## config.mk

```make
export PLATFORM = sky130hd
export DESIGN_NAME = sdcard_cmd_responder_flat
export DESIGN_NICKNAME = d
export VERILOG_FILES = /design/src/rtl/sdcard_cmd_responder_if.sv /design/src/rtl/sdcard_cmd_responder.sv /design/src/flat_wrapper.sv
export SDC_FILE = /design/constraint.sdc
export NUM_CORES = 1
export LEC_CHECK = 0
export CAP_MARGIN = 25
export CELL_PAD_IN_SITES_DETAIL_PLACEMENT = 1
export CELL_PAD_IN_SITES_GLOBAL_PLACEMENT = 2
export CORE_ASPECT_RATIO = 1.5
export CORE_UTILIZATION = 35
export DETAILED_ROUTE_END_ITERATION = 16
export PLACE_DENSITY = 0.82
export SLEW_MARGIN = 20
export SYNTH_ARGS = -nofsm -noshare
export SYNTH_HDL_FRONTEND = slang
export SYNTH_SLANG_ARGS = --single-unit
```

## constraint.sdc

```tcl
create_clock -name clk -period 3.31 [get_ports clk]
set_input_delay 0.993 -clock clk [delete_from_list [all_inputs] [get_ports clk]]
set_output_delay 0.993 -clock clk [all_outputs]
set_load 0.02 [all_outputs]
```

## src/rtl/sdcard_cmd_responder_if.sv

```systemverilog
// Signal bundle between the SD command-line responder and its card model / host-side pins.
// The responder takes the slave view; benches and card models take the master view.
interface sdcard_cmd_responder_if;
    logic        sd_clk;
    logic        cmd_in;
    logic        cmd_out;
    logic        cmd_oe;
    logic        cmd_valid;
    logic [5:0]  cmd_idx;
    logic [31:0] cmd_arg;
    logic        rsp_valid;
    logic        rsp_none;
    logic [5:0]  rsp_idx;
    logic [31:0] rsp_arg;
    logic        rsp_nocrc;
    logic        crc_err;
    logic        busy;

    modport slave (
        input  sd_clk, cmd_in, rsp_valid, rsp_none, rsp_idx, rsp_arg, rsp_nocrc,
        output cmd_out, cmd_oe, cmd_valid, cmd_idx, cmd_arg, crc_err, busy
    );

    modport master (
        output sd_clk, cmd_in, rsp_valid, rsp_none, rsp_idx, rsp_arg, rsp_nocrc,
        input  cmd_out, cmd_oe, cmd_valid, cmd_idx, cmd_arg, crc_err, busy
    );
endinterface

```

## src/rtl/sdcard_cmd_responder.sv

```systemverilog
// Card-side SD CMD-line engine: receives 48-bit host commands, checks framing and CRC7,
// and returns a 48-bit short response NCR SD_CLK cycles after the command end bit.
module sdcard_cmd_responder #(
    parameter int NCR      = 2,
    parameter int SYNC_STG = 2
) (
    input  logic                  clk,
    input  logic                  reset,
    sdcard_cmd_responder_if.slave bus
);

    typedef enum logic [2:0] {
        ST_IDLE,
        ST_RX,
        ST_CHECK,
        ST_WAIT_RSP,
        ST_NCR,
        ST_TX
    } state_t;

    localparam logic [6:0] NCR_L = 7'(NCR);

    function automatic logic [6:0] crc7(input logic [39:0] data);
        logic [6:0] crc;
        logic       fb;
        crc = 7'h00;
        for (int i = 39; i >= 0; i--) begin
            fb  = data[i] ^ crc[6];
            crc = {crc[5:0], 1'b0} ^ (fb ? 7'h09 : 7'h00);
        end
        return crc;
    endfunction

    state_t              state_q, state_d;
    logic [SYNC_STG-1:0] sclk_sync_q, sclk_sync_d;
    logic [SYNC_STG-1:0] cmd_sync_q, cmd_sync_d;
    logic                sclk_prev_q, sclk_prev_d;
    logic [47:0]         rx_sr_q, rx_sr_d;
    logic [5:0]          rx_cnt_q, rx_cnt_d;
    logic [6:0]          ncr_cnt_q, ncr_cnt_d;
    logic [47:0]         tx_sr_q, tx_sr_d;
    logic [5:0]          tx_cnt_q, tx_cnt_d;
    logic                cmd_out_q, cmd_out_d;
    logic                cmd_oe_q, cmd_oe_d;
    logic                cmd_valid_q, cmd_valid_d;
    logic                crc_err_q, crc_err_d;
    logic [5:0]          cmd_idx_q, cmd_idx_d;
    logic [31:0]         cmd_arg_q, cmd_arg_d;

    logic       sclk_s;
    logic       cmd_s;
    logic       s_strobe;
    logic       d_strobe;
    logic [6:0] ncr_inc;
    logic [6:0] rx_crc;
    logic [6:0] rsp_crc;

    assign sclk_s   = sclk_sync_q[SYNC_STG-1];
    assign cmd_s    = cmd_sync_q[SYNC_STG-1];
    assign s_strobe = sclk_s & ~sclk_prev_q;
    assign d_strobe = ~sclk_s & sclk_prev_q;
    assign ncr_inc  = (ncr_cnt_q >= NCR_L) ? ncr_cnt_q : ncr_cnt_q + 7'd1;
    assign rx_crc   = crc7(rx_sr_q[47:8]);
    assign rsp_crc  = crc7({2'b00, bus.rsp_idx, bus.rsp_arg});

    always_comb begin
        state_d     = state_q;
        sclk_sync_d = {sclk_sync_q[SYNC_STG-2:0], bus.sd_clk};
        cmd_sync_d  = {cmd_sync_q[SYNC_STG-2:0], bus.cmd_in};
        sclk_prev_d = sclk_s;
        rx_sr_d     = rx_sr_q;
        rx_cnt_d    = rx_cnt_q;
        ncr_cnt_d   = ncr_cnt_q;
        tx_sr_d     = tx_sr_q;
        tx_cnt_d    = tx_cnt_q;
        cmd_out_d   = cmd_out_q;
        cmd_oe_d    = cmd_oe_q;
        cmd_valid_d = 1'b0;
        crc_err_d   = 1'b0;
        cmd_idx_d   = cmd_idx_q;
        cmd_arg_d   = cmd_arg_q;

        // NCR counts drive strobes from the command end bit onward, saturating at NCR.
        if (d_strobe && (state_q == ST_CHECK || state_q == ST_WAIT_RSP || state_q == ST_NCR)) begin
            ncr_cnt_d = ncr_inc;
        end

        case (state_q)
            ST_IDLE: begin
                if (s_strobe && !cmd_s) begin
                    rx_sr_d  = {rx_sr_q[46:0], cmd_s};
                    rx_cnt_d = 6'd1;
                    state_d  = ST_RX;
                end
            end
            ST_RX: begin
                if (s_strobe) begin
                    rx_sr_d = {rx_sr_q[46:0], cmd_s};
                    if (rx_cnt_q == 6'd47) begin
                        ncr_cnt_d = 7'd0;
                        state_d   = ST_CHECK;
                    end else begin
                        rx_cnt_d = rx_cnt_q + 6'd1;
                    end
                end
            end
            ST_CHECK: begin
                if (rx_sr_q[46] && rx_sr_q[0] && (rx_sr_q[7:1] == rx_crc)) begin
                    cmd_valid_d = 1'b1;
                    cmd_idx_d   = rx_sr_q[45:40];
                    cmd_arg_d   = rx_sr_q[39:8];
                    state_d     = ST_WAIT_RSP;
                end else begin
                    crc_err_d = 1'b1;
                    state_d   = ST_IDLE;
                end
            end
            ST_WAIT_RSP: begin
                if (bus.rsp_none) begin
                    state_d = ST_IDLE;
                end else if (bus.rsp_valid) begin
                    tx_sr_d = {2'b00, bus.rsp_idx, bus.rsp_arg,
                               bus.rsp_nocrc ? 7'h7F : rsp_crc, 1'b1};
                    state_d = ST_NCR;
                end
            end
            ST_NCR: begin
                if (d_strobe && (ncr_inc >= NCR_L)) begin
                    cmd_oe_d  = 1'b1;
                    cmd_out_d = tx_sr_q[47];
                    tx_sr_d   = {tx_sr_q[46:0], 1'b1};
                    tx_cnt_d  = 6'd1;
                    state_d   = ST_TX;
                end
            end
            ST_TX: begin
                if (d_strobe) begin
                    if (tx_cnt_q == 6'd48) begin
                        cmd_oe_d  = 1'b0;
                        cmd_out_d = 1'b1;
                        state_d   = ST_IDLE;
                    end else begin
                        cmd_out_d = tx_sr_q[47];
                        tx_sr_d   = {tx_sr_q[46:0], 1'b1};
                        tx_cnt_d  = tx_cnt_q + 6'd1;
                    end
                end
            end
            default: state_d = ST_IDLE;
        endcase
    end

    always_ff @(posedge clk) begin
        if (reset) begin
            state_q     <= ST_IDLE;
            sclk_sync_q <= '0;
            cmd_sync_q  <= '1;
            sclk_prev_q <= 1'b0;
            rx_sr_q     <= '0;
            rx_cnt_q    <= '0;
            ncr_cnt_q   <= '0;
            tx_sr_q     <= '1;
            tx_cnt_q    <= '0;
            cmd_out_q   <= 1'b1;
            cmd_oe_q    <= 1'b0;
            cmd_valid_q <= 1'b0;
            crc_err_q   <= 1'b0;
            cmd_idx_q   <= '0;
            cmd_arg_q   <= '0;
        end else begin
            state_q     <= state_d;
            sclk_sync_q <= sclk_sync_d;
            cmd_sync_q  <= cmd_sync_d;
            sclk_prev_q <= sclk_prev_d;
            rx_sr_q     <= rx_sr_d;
            rx_cnt_q    <= rx_cnt_d;
            ncr_cnt_q   <= ncr_cnt_d;
            tx_sr_q     <= tx_sr_d;
            tx_cnt_q    <= tx_cnt_d;
            cmd_out_q   <= cmd_out_d;
            cmd_oe_q    <= cmd_oe_d;
            cmd_valid_q <= cmd_valid_d;
            crc_err_q   <= crc_err_d;
            cmd_idx_q   <= cmd_idx_d;
            cmd_arg_q   <= cmd_arg_d;
        end
    end

    assign bus.cmd_out   = cmd_out_q;
    assign bus.cmd_oe    = cmd_oe_q;
    assign bus.cmd_valid = cmd_valid_q;
    assign bus.crc_err   = crc_err_q;
    assign bus.cmd_idx   = cmd_idx_q;
    assign bus.cmd_arg   = cmd_arg_q;
    assign bus.busy      = (state_q != ST_IDLE);

endmodule

```

## src/flat_wrapper.sv

```systemverilog
// flat-port wrapper written by rule: the top's interface ports become plain ports
module sdcard_cmd_responder_flat 
#(
    parameter int NCR      = 2,
    parameter int SYNC_STG = 2
)
  (clk, reset, bus_sd_clk, bus_cmd_in, bus_rsp_valid, bus_rsp_none, bus_rsp_idx, bus_rsp_arg, bus_rsp_nocrc, bus_cmd_out, bus_cmd_oe, bus_cmd_valid, bus_cmd_idx, bus_cmd_arg, bus_crc_err, bus_busy);
  sdcard_cmd_responder_if bus_i ();
  input  logic clk;
  input  logic reset;
  input wire logic [$bits(bus_i.sd_clk)-1:0] bus_sd_clk;
  input wire logic [$bits(bus_i.cmd_in)-1:0] bus_cmd_in;
  input wire logic [$bits(bus_i.rsp_valid)-1:0] bus_rsp_valid;
  input wire logic [$bits(bus_i.rsp_none)-1:0] bus_rsp_none;
  input wire logic [$bits(bus_i.rsp_idx)-1:0] bus_rsp_idx;
  input wire logic [$bits(bus_i.rsp_arg)-1:0] bus_rsp_arg;
  input wire logic [$bits(bus_i.rsp_nocrc)-1:0] bus_rsp_nocrc;
  output wire logic [$bits(bus_i.cmd_out)-1:0] bus_cmd_out;
  output wire logic [$bits(bus_i.cmd_oe)-1:0] bus_cmd_oe;
  output wire logic [$bits(bus_i.cmd_valid)-1:0] bus_cmd_valid;
  output wire logic [$bits(bus_i.cmd_idx)-1:0] bus_cmd_idx;
  output wire logic [$bits(bus_i.cmd_arg)-1:0] bus_cmd_arg;
  output wire logic [$bits(bus_i.crc_err)-1:0] bus_crc_err;
  output wire logic [$bits(bus_i.busy)-1:0] bus_busy;
  assign bus_i.sd_clk = bus_sd_clk;
  assign bus_i.cmd_in = bus_cmd_in;
  assign bus_i.rsp_valid = bus_rsp_valid;
  assign bus_i.rsp_none = bus_rsp_none;
  assign bus_i.rsp_idx = bus_rsp_idx;
  assign bus_i.rsp_arg = bus_rsp_arg;
  assign bus_i.rsp_nocrc = bus_rsp_nocrc;
  assign bus_cmd_out = bus_i.cmd_out;
  assign bus_cmd_oe = bus_i.cmd_oe;
  assign bus_cmd_valid = bus_i.cmd_valid;
  assign bus_cmd_idx = bus_i.cmd_idx;
  assign bus_cmd_arg = bus_i.cmd_arg;
  assign bus_crc_err = bus_i.crc_err;
  assign bus_busy = bus_i.busy;
  sdcard_cmd_responder #(.NCR(NCR), .SYNC_STG(SYNC_STG)) u_core (.clk(clk), .reset(reset), .bus(bus_i));
endmodule
```

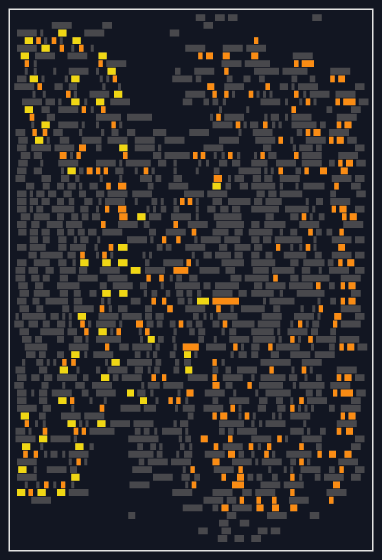
gate_families.png
[orange] inverting AOI/OAI gates | cells: 199 | where: widely spread
[yellow] AND-OR and OR-AND gates | cells: 50
Final Non-Filler Cells: 1,373
most frequent logic cell in the layout: nand2_1

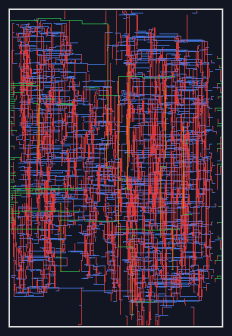
metal_stack.png
[green] met3 | wire length: 609 µm
[orange] met4 | wire length: 618 µm
[blue] met1 | wire length: 8,880 µm
[red] met2 | wire length: 12,900 µm

==> qor.csv <==
stage,metric,value,unit
final_timing,setup_viol,0,
worst_setup_path,critPathCaptureType,flip-flop,
synth,ys_ff,164,
layout,inv_count,4,
layout,layout.cells.largest_class,multi-input combinational cells,
grt,grtUsageMet3,0.03593,
grt,gr-usage-all-layers,0.1970,
synth,synth.avg_cell_area,8.789,µm²
cts,clock-root-buffer,clkbuf_16,
pwr,power.share.clock,0.397,
synth,compound_area_frac,0.1864,
worst_setup_path,crit_end,u_core.tx_sr_q[4],
layout,fillCellCount,2777,
place,io_buffers,87,
worst_setup_path,path_delay_family,XOR/XNOR gates,
synth,synthTopCellsByCount,"nand2_1 (186), dfxtp_1 (164), a21oi_1 (134)",
floorplan,die_area,24640,µm²
place,gp_congestion,0.7804,
synth,largest_area_cell,dfxtp_1,
synth,topCellsByArea,"dfxtp_1 (39%), nand2_1 (8.3%), a21oi_1 (8.0%)",
synth,ys_sh_xor,0.2055,
synth,edf_count,0,
layout,buffer_area_frac,0.1313,
detailed_routing,dr.pass1.iters,4,
grt,gr-total-overflow,0,
floorplan,core_area,23660,µm²
cts,numCtsBuffers,17,
pwr,power_density,477.0,nW/µm²
synth,netlist.area_leader.share,0.3908,
floorplan,num_rows,69,
cts,postCtsSetupRepairBufs,0,
hold_path,hold_path_class,reg2reg,
grt,grt_max_degree,73,
place,placed_cells,1340,
layout,sh_comb_area,0.4670,
floorplan,initial_core_util,0.3552,
worst_setup_path,worstPathArrival,3.55,ns
layout,clkCellAreaFrac,0.05569,
worst_setup_path,worstPathCellList,"clkdlybuf4s50_1, buf_4, xor2_1, xnor3_1, xnor2_1, xnor2_2, xnor2_1, xnor3_1, nor2_1, o31ai_1",
final_timing,max_clock_freq,0.3083,GHz
cts,cts-resized-gates,6,
worst_setup_path,rr_endpoint,u_core.state_q[1],
run_status,run_status,completed,
grt,grt_pass1_vias,7391,
pwr,pwr-share-seq,0.388,
worst_setup_path,rrSetupSlack,0.12,ns
worst_setup_path,slowest_delay,0.48,ns
cts,clock_sinks,164,
final_timing,tightest_slew,0.8484,ns
worst_setup_path,crit_cells,10,
final_timing,period_used_share,0.9799,
grt,top_usage_layer,met2,
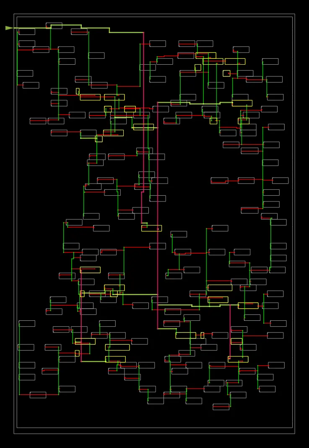
final_clocks.png
Final Skew: 0.01143 ns
Insertion Delay late pin: 0.43 ns

==> stage by stage <==
| step | util | setup TNS [ns] | area [µm²] | power [µW] | worst slack (ns) |
|---|---|---|---|---|---|
| after floorplan | - | 0 | 8402 | 2688 | 0.1766 |
| after global placement | 0.4182 | -2.370 | 9893 | 3045 | -0.3974 |
| after detailed placement | 0.4182 | -3.100 | 9893 | 3073 | -0.5460 |
| after CTS | 0.4445 | 0 | 10520 | 5123 | 0.01329 |
| after global routing | 0.4521 | -0.04391 | 10700 | 5331 | -0.03370 |
| final | 0.4521 | 0 | 10700 | 5102 | 0.06653 |
==> layer usage <==
layer / up-vias / part of all wire
met3: 30 / 0.026
li1: 3499 / -
met5: - / 0
met1: 3466 / 0.39
met2: 115 / 0.56
met4: 0 / 0.027
Power is estimated from default activity; no workload was simulated.
